### config.mk
export PLATFORM = sky130hd
export DESIGN_NAME = mesh_eoc_collector
export DESIGN_NICKNAME = d
export VERILOG_FILES = /design/src/rtl/mesh_eoc_collector.sv
export SDC_FILE = /design/constraint.sdc
export NUM_CORES = 1
export LEC_CHECK = 0
export CORE_ASPECT_RATIO = 0.8
export CORE_MARGIN = 5
export CORE_UTILIZATION = 56
export DETAILED_ROUTE_END_ITERATION = 10
export PLACE_DENSITY = 0.84
export SETUP_SLACK_MARGIN = 0.02
export SLEW_MARGIN = 20
export SYNTH_ARGS = -nofsm -noshare
export SYNTH_HDL_FRONTEND = slang
export SYNTH_SLANG_ARGS = --single-unit
### constraint.sdc
create_clock -name clk_i -period 12.34 [get_ports clk_i]
set_input_delay 3.085 -clock clk_i [delete_from_list [all_inputs] [get_ports clk_i]]
set_output_delay 3.085 -clock clk_i [all_outputs]
set_load 0.01 [all_outputs]
### src/rtl/mesh_eoc_collector.sv
// Collects end-of-computation reports from a set of mesh tiles, captures their exit codes,
// and ends the run on completion, on an optional first failure, or on a watchdog expiry.
module mesh_eoc_collector #(
    parameter int N_TILES      = 4,
    parameter int CODE_W       = 8,
    parameter int TIMEOUT_W    = 32,
    parameter int STOP_ON_FAIL = 0
) (
    input  logic                        clk_i,
    input  logic                        rst_i,
    input  logic                        start_i,
    input  logic [N_TILES-1:0]          tile_mask_i,
    input  logic [TIMEOUT_W-1:0]        timeout_cycles_i,
    input  logic [N_TILES-1:0]          tile_eoc_valid_i,
    input  logic [N_TILES*CODE_W-1:0]   tile_eoc_code_i,
    output logic [N_TILES-1:0]          tile_eoc_ready_o,
    output logic                        busy_o,
    output logic                        done_o,
    output logic [N_TILES*CODE_W-1:0]   exit_code_o,
    output logic [N_TILES-1:0]          done_mask_o,
    output logic                        fail_o,
    output logic [$clog2(N_TILES+1)-1:0] fail_count_o,
    output logic                        timeout_o
);

    localparam int CNT_W = $clog2(N_TILES+1);

    typedef enum logic [1:0] {S_IDLE, S_RUN, S_DONE} state_t;

    state_t                 state_reg, state_next;
    logic [N_TILES-1:0]     mask_reg;
    logic [TIMEOUT_W-1:0]   limit_reg;
    logic [TIMEOUT_W-1:0]   cnt_reg;
    logic [N_TILES-1:0]     done_mask_reg;
    logic                   fail_reg;
    logic [CNT_W-1:0]       fail_count_reg;
    logic                   timeout_reg;
    logic                   done_pulse_reg;
    logic [CODE_W-1:0]      code_reg [N_TILES];

    logic [N_TILES-1:0]     accept;
    logic [N_TILES-1:0]     nz;
    logic [N_TILES-1:0]     done_mask_next;
    logic [CNT_W-1:0]       nz_count;
    logic                   start_go;
    logic                   all_done;
    logic                   stop_hit;
    logic                   wd_hit;

    // Start is only honoured outside RUN; a mid-run start is silently dropped.
    assign start_go       = start_i && (state_reg != S_RUN);
    assign done_mask_next = done_mask_reg | accept;
    assign all_done       = (state_reg == S_RUN) && (done_mask_next == mask_reg);
    assign stop_hit       = (STOP_ON_FAIL != 0) && (|nz);
    assign wd_hit         = (state_reg == S_RUN) && (limit_reg != '0) &&
                            ((cnt_reg + TIMEOUT_W'(1)) == limit_reg);

    generate
        for (genvar gi = 0; gi < N_TILES; gi++) begin : g_tile
            assign accept[gi] = tile_eoc_ready_o[gi] & tile_eoc_valid_i[gi];
            assign nz[gi]     = accept[gi] && (tile_eoc_code_i[gi*CODE_W +: CODE_W] != '0);
            assign exit_code_o[gi*CODE_W +: CODE_W] = code_reg[gi];

            always_ff @(posedge clk_i or posedge rst_i) begin
                if (rst_i)
                    code_reg[gi] <= '0;
                else if (start_go)
                    code_reg[gi] <= '0;
                else if (accept[gi])
                    code_reg[gi] <= tile_eoc_code_i[gi*CODE_W +: CODE_W];
            end
        end
    endgenerate

    always_comb begin
        nz_count = '0;
        for (int i = 0; i < N_TILES; i++)
            nz_count = nz_count + CNT_W'(nz[i]);
    end

    always_ff @(posedge clk_i or posedge rst_i) begin
        if (rst_i)
            state_reg <= S_IDLE;
        else
            state_reg <= state_next;
    end

    always_comb begin
        state_next = state_reg;
        case (state_reg)
            S_IDLE, S_DONE: begin
                if (start_i)
                    state_next = (tile_mask_i == '0) ? S_DONE : S_RUN;
            end
            S_RUN: begin
                if (all_done || stop_hit || wd_hit)
                    state_next = S_DONE;
            end
            default: state_next = S_IDLE;
        endcase
    end

    always_comb begin
        tile_eoc_ready_o = '0;
        busy_o           = 1'b0;
        if (state_reg == S_RUN) begin
            tile_eoc_ready_o = mask_reg & ~done_mask_reg;
            busy_o           = 1'b1;
        end
    end

    always_ff @(posedge clk_i or posedge rst_i) begin
        if (rst_i) begin
            mask_reg       <= '0;
            limit_reg      <= '0;
            cnt_reg        <= '0;
            done_mask_reg  <= '0;
            fail_reg       <= 1'b0;
            fail_count_reg <= '0;
            timeout_reg    <= 1'b0;
            done_pulse_reg <= 1'b0;
        end else begin
            // Pulse on every entry into DONE, including a zero-mask restart from DONE.
            done_pulse_reg <= (state_next == S_DONE) && ((state_reg == S_RUN) || start_go);
            if (start_go) begin
                mask_reg       <= tile_mask_i;
                limit_reg      <= timeout_cycles_i;
                cnt_reg        <= '0;
                done_mask_reg  <= '0;
                fail_reg       <= 1'b0;
                fail_count_reg <= '0;
                timeout_reg    <= 1'b0;
            end else if (state_reg == S_RUN) begin
                cnt_reg        <= cnt_reg + TIMEOUT_W'(1);
                done_mask_reg  <= done_mask_next;
                fail_count_reg <= fail_count_reg + nz_count;
                if (|nz)
                    fail_reg <= 1'b1;
                // Completion (or fail-stop) on the watchdog edge wins over the timeout.
                if (wd_hit && !all_done && !stop_hit)
                    timeout_reg <= 1'b1;
            end
        end
    end

    assign done_o       = done_pulse_reg;
    assign done_mask_o  = done_mask_reg;
    assign fail_o       = fail_reg;
    assign fail_count_o = fail_count_reg;
    assign timeout_o    = timeout_reg;

endmodule

### Clock nets, run 1

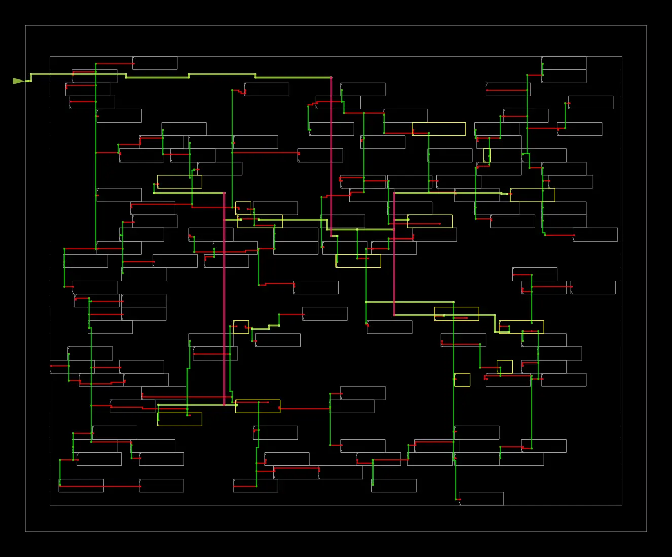
clk pwr: 297 µW
number of buffers created by CTS: 9
clock buf count: 10

### Floorplan with the power grid, run 1

Pins as bars on the die edge.
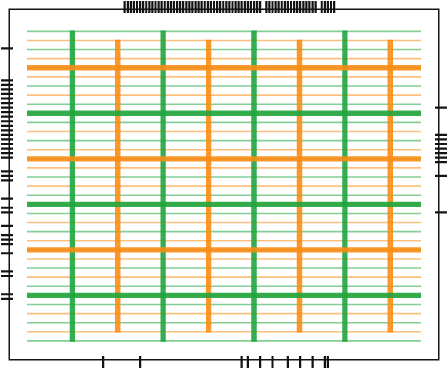
VSS -> green
VDD -> orange
rows = 34
signal pins = 122
met5 straps = 6
met1 rails = 35
met4 straps = 8

==> impl_metrics.csv, run 1 <==
group,metric,value,unit
outcome,status,"completed",
drt,first_pass_iters,5,
cts,clockBufferDepth,2,
worst_hold_path,min_path_type,"reg -> reg",
grt,grt-ovfl-total,0,
cts,tritoncts,"built",
cells_and_area,lay_top_count,"clkdlybuf4s50_1",
drt,via_count,5485,
placement,dp_hpwl,12.2,mm
sta,rsz0062_at_grt,"false",
synth,top_cells_by_area,"dfrtp_1, nand2_1, mux2_2",
synth,synthesis.area,6220,µm²
power,intPower,969,µW
grt,grt_max_degree,63,
power,switching_share,38.1,%
cells_and_area,area_growth,24.9,%
worst_hold_path,hold_start,"fail_o",
placement,place_congestion,0.972,
sta,tns,0,ns
synth,edf_count,0,
synth,synthDistinctLibCells,61,
floorplanning,fp.dieH,104,µm
floorplanning,io_pins,122,
critical_path,timing.rr.end,"state_reg[0]",
sta,slew_viol_final,0,
sta,setup_violations,0,
synth,synth_stat.cells,674,
critical_path,r2r_start,"state_reg[1]",
drt,drtIter0Drc,666,
cells_and_area,fin_nets,847,
floorplanning,die_area,13300,µm²
critical_path,worstPathArrival,2.38,ns
grt,grt_antenna_before_repair,0,
floorplanning,fp.dieW,128,µm
power,switchingPower,597,µW
synth,postSynth.asyncResetShare,100,%
### Logic cells by family, run 1

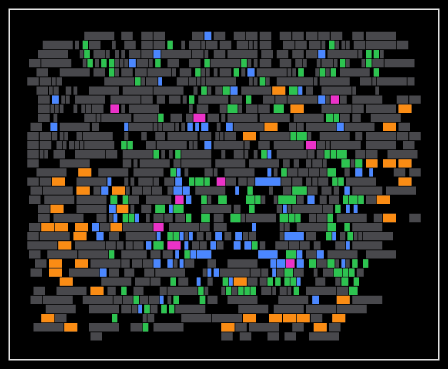
multiplexers -> orange  # cells 40, most used mux2_2
AND-OR and OR-AND gates -> magenta  # cells 9, most used a21o_1
NOR gates -> blue  # cells 79, most used nor2_1
inverting AOI/OAI gates -> green  # cells 121, most used o21ai_0

## run 1: routing by layer
layer / global-route usage, % / part of all wire [%] / routed length (µm)
met5: 0 / 0 / 0
met4: 8.03 / 2.1 / 351
met3: 5.70 / 7.1 / 1200
met2: 39.0 / 46 / 7750
met1: 36.7 / 45 / 7480
## run 1: critical path, delay by kind of cell, from the launching register on
| family | cells | cell delay [ns] |
|---|---|---|
| buf+inv | 4 | 1.52 |
| flops | 1 | 0.41 |
| simple gates | 1 | 0.07 |
## run 1: kinds of logic (layout without fill, tap and decap cells)
logic type | Yosys count | in the layout | synth area share, %
buf+inv | 54 | 152 | 3.58
fa+ha+maj | 4 | 4 | 1.17
simple gates | 285 | 285 | 23.7
mux | 40 | 40 | 7.18
xor+xnor | 49 | 49 | 6.89
compound gates | 130 | 130 | 12.4
flops | 112 | 112 | 45.0
## run 1: synth_stat cells (6+ instances only)
cell	count
nor2b_1	7
o21ai_0	77
dfrtp_1	112
nor4_1	22
inv_1	12
nand3_1	28
nand4_1	10
nand2b_1	7
and3_1	10
mux2_2	37
nor2_1	34
and2_1	7
nand2_1	117
o31ai_1	9
buf_2	6
nor3_1	10
xnor2_1	31
clkbuf_1	30
xor2_1	18
nand3b_1	8
a21oi_1	12
## run 1: stage by stage
step	cell area (µm²)	power (mW)	instances	hold slack (ns)
6_report	7770	1.57	916	0.498
3_3_place_gp	7480	1.24	901	0.473
2_1_floorplan	6220	0.983	674	0.466
4_1_cts	7770	1.57	916	0.501
3_5_place_dp	7480	1.27	901	0.479
5_1_grt	7770	1.66	916	0.532
## run 1: layout make-up
type | count | area, µm² | area share (%)
inverter | 12 | 47.5 | 0.612
timing repair buffer | 125 | 1240 | 16.0
clock inverter | 5 | 65.1 | 0.837
multi-input combinational | 508 | 3210 | 41.3
sequential | 112 | 2800 | 36.1
tap | 144 | 180 | 2.32
clock buffer | 10 | 229 | 2.95
## run 1: how the worst max path moves through the flow
stage | slack, ns | to | cells past startpoint | start
floorplan | 6.30 | cnt_reg[0] | 1 | rst_i
global placement | 6.65 | fail_count_o[1] | 10 | tile_eoc_code_i[4]
detailed placement | 6.55 | fail_count_o[1] | 10 | tile_eoc_code_i[0]
CTS | 6.89 | fail_count_o[1] | 10 | tile_eoc_code_i[0]
global route | 6.74 | fail_count_o[2] | 11 | tile_eoc_code_i[0]
finish | 6.87 | busy_o | 5 | state_reg[0]
## run 1: power by group through the flow
stage	Clock, mW	Sequential, mW	Combinational [mW]
global placement	0	0.611	0.631
global route	0.314	0.631	0.711
CTS	0.301	0.613	0.655
finish	0.297	0.616	0.652
floorplan	0	0.603	0.381
detailed placement	0	0.617	0.648
## Run 2: what changed since run 1
--- a/config.mk
+++ b/config.mk
@@ -7,9 +7,9 @@
 export LEC_CHECK = 0
 export CORE_ASPECT_RATIO = 0.8
 export CORE_MARGIN = 5
-export CORE_UTILIZATION = 56
+export CORE_UTILIZATION = 47
 export DETAILED_ROUTE_END_ITERATION = 10
-export PLACE_DENSITY = 0.84
+export PLACE_DENSITY = 0.75
 export SETUP_SLACK_MARGIN = 0.02
 export SLEW_MARGIN = 20
 export SYNTH_ARGS = -nofsm -noshare
==> constraint.sdc (replaced) <==
create_clock -name clk_i -period 4.8 [get_ports clk_i]
set_input_delay 1.2 -clock clk_i [delete_from_list [all_inputs] [get_ports clk_i]]
set_output_delay 1.2 -clock clk_i [all_outputs]
set_load 0.01 [all_outputs]
### Zoomed window, run 2

Window x 10 to 60, y 60 to 110 µm. Cells in gray, sequential cells in the stronger gray; small squares are vias.
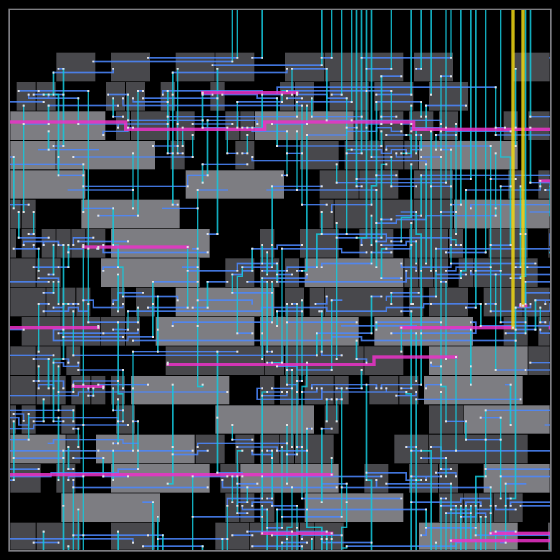
met4 -> yellow
met3 -> magenta
met2 -> cyan
met1 -> blue
sequential cells in the window = 28
cells with their middle in the window = 171
netlist names of flops here include = `exit_code_o` (16), `cnt_reg` (4), `fail_count_o` (3)
most frequent = nand2_1 (48), clkdlybuf4s50_1 (37), dfrtp_1 (28)

==> run 2 against run 1 <==
Cell area rose by 0.87%. Critical path depth shrank 1. Sequential power rose to 2.5 times the previous value. Global-route usage is 4.4 points lower. First-iteration DRC count shrank 33%. Synthesized cell count unchanged. Largest cell class unchanged. Largest power group unchanged.
==> impl_metrics.csv, run 2 <==
group,metric,value,unit
drt,via_count,5487,
grt,grt-ovfl-total,0,
critical_path,cp_num_buf_inv,3,
synth,synth_stat.cells,674,
drt,first_pass_iters,5,
cts,clockBufferDepth,2,
sta,hold_violations,0,
sta,slew_viol_final,0,
drt,viasPerCell,5.78,
sta,tns,0,ns
placement,dpl_cell_area,7540,µm²
synth,synthTopCellsByCount,"nand2_1, dfrtp_1, o21ai_0",
critical_path,r2r_start,"state_reg[1]",
critical_path,path_class,"reg -> out",
critical_path,critPathCaptureType,"output pin",
floorplanning,initCoreUtil,48.2,%
grt,grt_antenna_before_repair,0,
drt,drtIter0Drc,445,
cells_and_area,fin_area,7840,µm²
synth,top_cells_by_area,"dfrtp_1, nand2_1, mux2_2",
outcome,status,"completed",
cts,tritoncts,"built",
synth,most_common_cell,"nand2_1",
cts,cts_buffers,9,
floorplanning,fp.dieW,139,µm
floorplanning,io_pins,122,
critical_path,timing.rr.end,"state_reg[0]",
synth,synthDistinctLibCells,61,
cells_and_area,fin_nets,848,
sta,rsz0062_at_grt,"false",
sta,setup_violations,0,
worst_hold_path,min_path_type,"reg -> reg",
grt,grt_max_degree,62,
grt,grt_pass1_wl,27.3,mm
synth,postSynth.asyncResetShare,100,%
flow_run,maxCapViolations,0,
placement,dp_hpwl,12.5,mm
critical_path,critPathTopFamily,"buffers and inverters",
worst_hold_path,hold_start,"fail_count_o[2]",
cells_and_area,lay_top_count,"clkdlybuf4s50_1",
critical_path,slowest_delay,0.60,ns
cells_and_area,area_growth,25.9,%
synth,synthesis.area,6220,µm²
floorplanning,die_area,15700,µm²
placement,place_congestion,0.953,
## run 2: final cells by class
type | count | area, µm² | area share (%)
Inverter | 12 | 47.5 | 0.606
Multi-Input combinational cell | 508 | 3210 | 40.9
Tap cell | 175 | 219 | 2.79
Sequential cell | 112 | 2800 | 35.7
Clock buffer | 9 | 225 | 2.87
Timing Repair Buffer | 126 | 1260 | 16.1
Clock inverter | 7 | 77.6 | 0.989
## run 2: worst max-delay path by stage
stage	cells past startpoint	slack [ns]	start	end
detailed placement	10	0.96	tile_eoc_code_i[4]	fail_count_o[1]
global route	4	1.12	state_reg[1]	busy_o
global placement	10	0.99	tile_eoc_code_i[4]	fail_count_o[1]
CTS	4	1.29	state_reg[1]	busy_o
floorplan	1	0.64	rst_i	cnt_reg[0]
finish	4	1.24	state_reg[1]	busy_o
## run 2: cell families (layout without fill, tap and decap cells)
group | Yosys count | count (layout) | synth area share [%]
simple gates | 285 | 285 | 23.7
compound gates | 130 | 130 | 12.4
flops | 112 | 112 | 45.0
buf+inv | 54 | 154 | 3.58
xor+xnor | 49 | 49 | 6.89
mux | 40 | 40 | 7.18
fa+ha+maj | 4 | 4 | 1.17
## run 2: metrics by stage
stage	total power, mW	cells	setup WS (ns)	utilization [%]
2_1_floorplan	2.53	674	0.641	-
3_3_place_gp	3.22	933	0.991	58.4
3_5_place_dp	3.27	933	0.959	58.4
4_1_cts	4.03	949	1.29	60.7
5_1_grt	4.27	949	1.12	60.7
6_report	4.02	949	1.24	60.7
## run 2: report_power, final
part / switching [mW] / internal (mW) / leakage (nW)
registers: 0.313 / 1.26 / 1.46
clock network: 0.383 / 0.369 / 0.144
logic: 0.865 / 0.831 / 1.58
## run 2: metal layers
metal  GRT usage [%]  wire length, µm  up-vias
met2            33.5             7850      209
met3            4.99             1110       35
li1                -                -     2572
met5               0                0        -
met4            5.67              333        0
met1            29.9             7600     2671
No activity file was given, so power comes from the tool's default toggle rates.
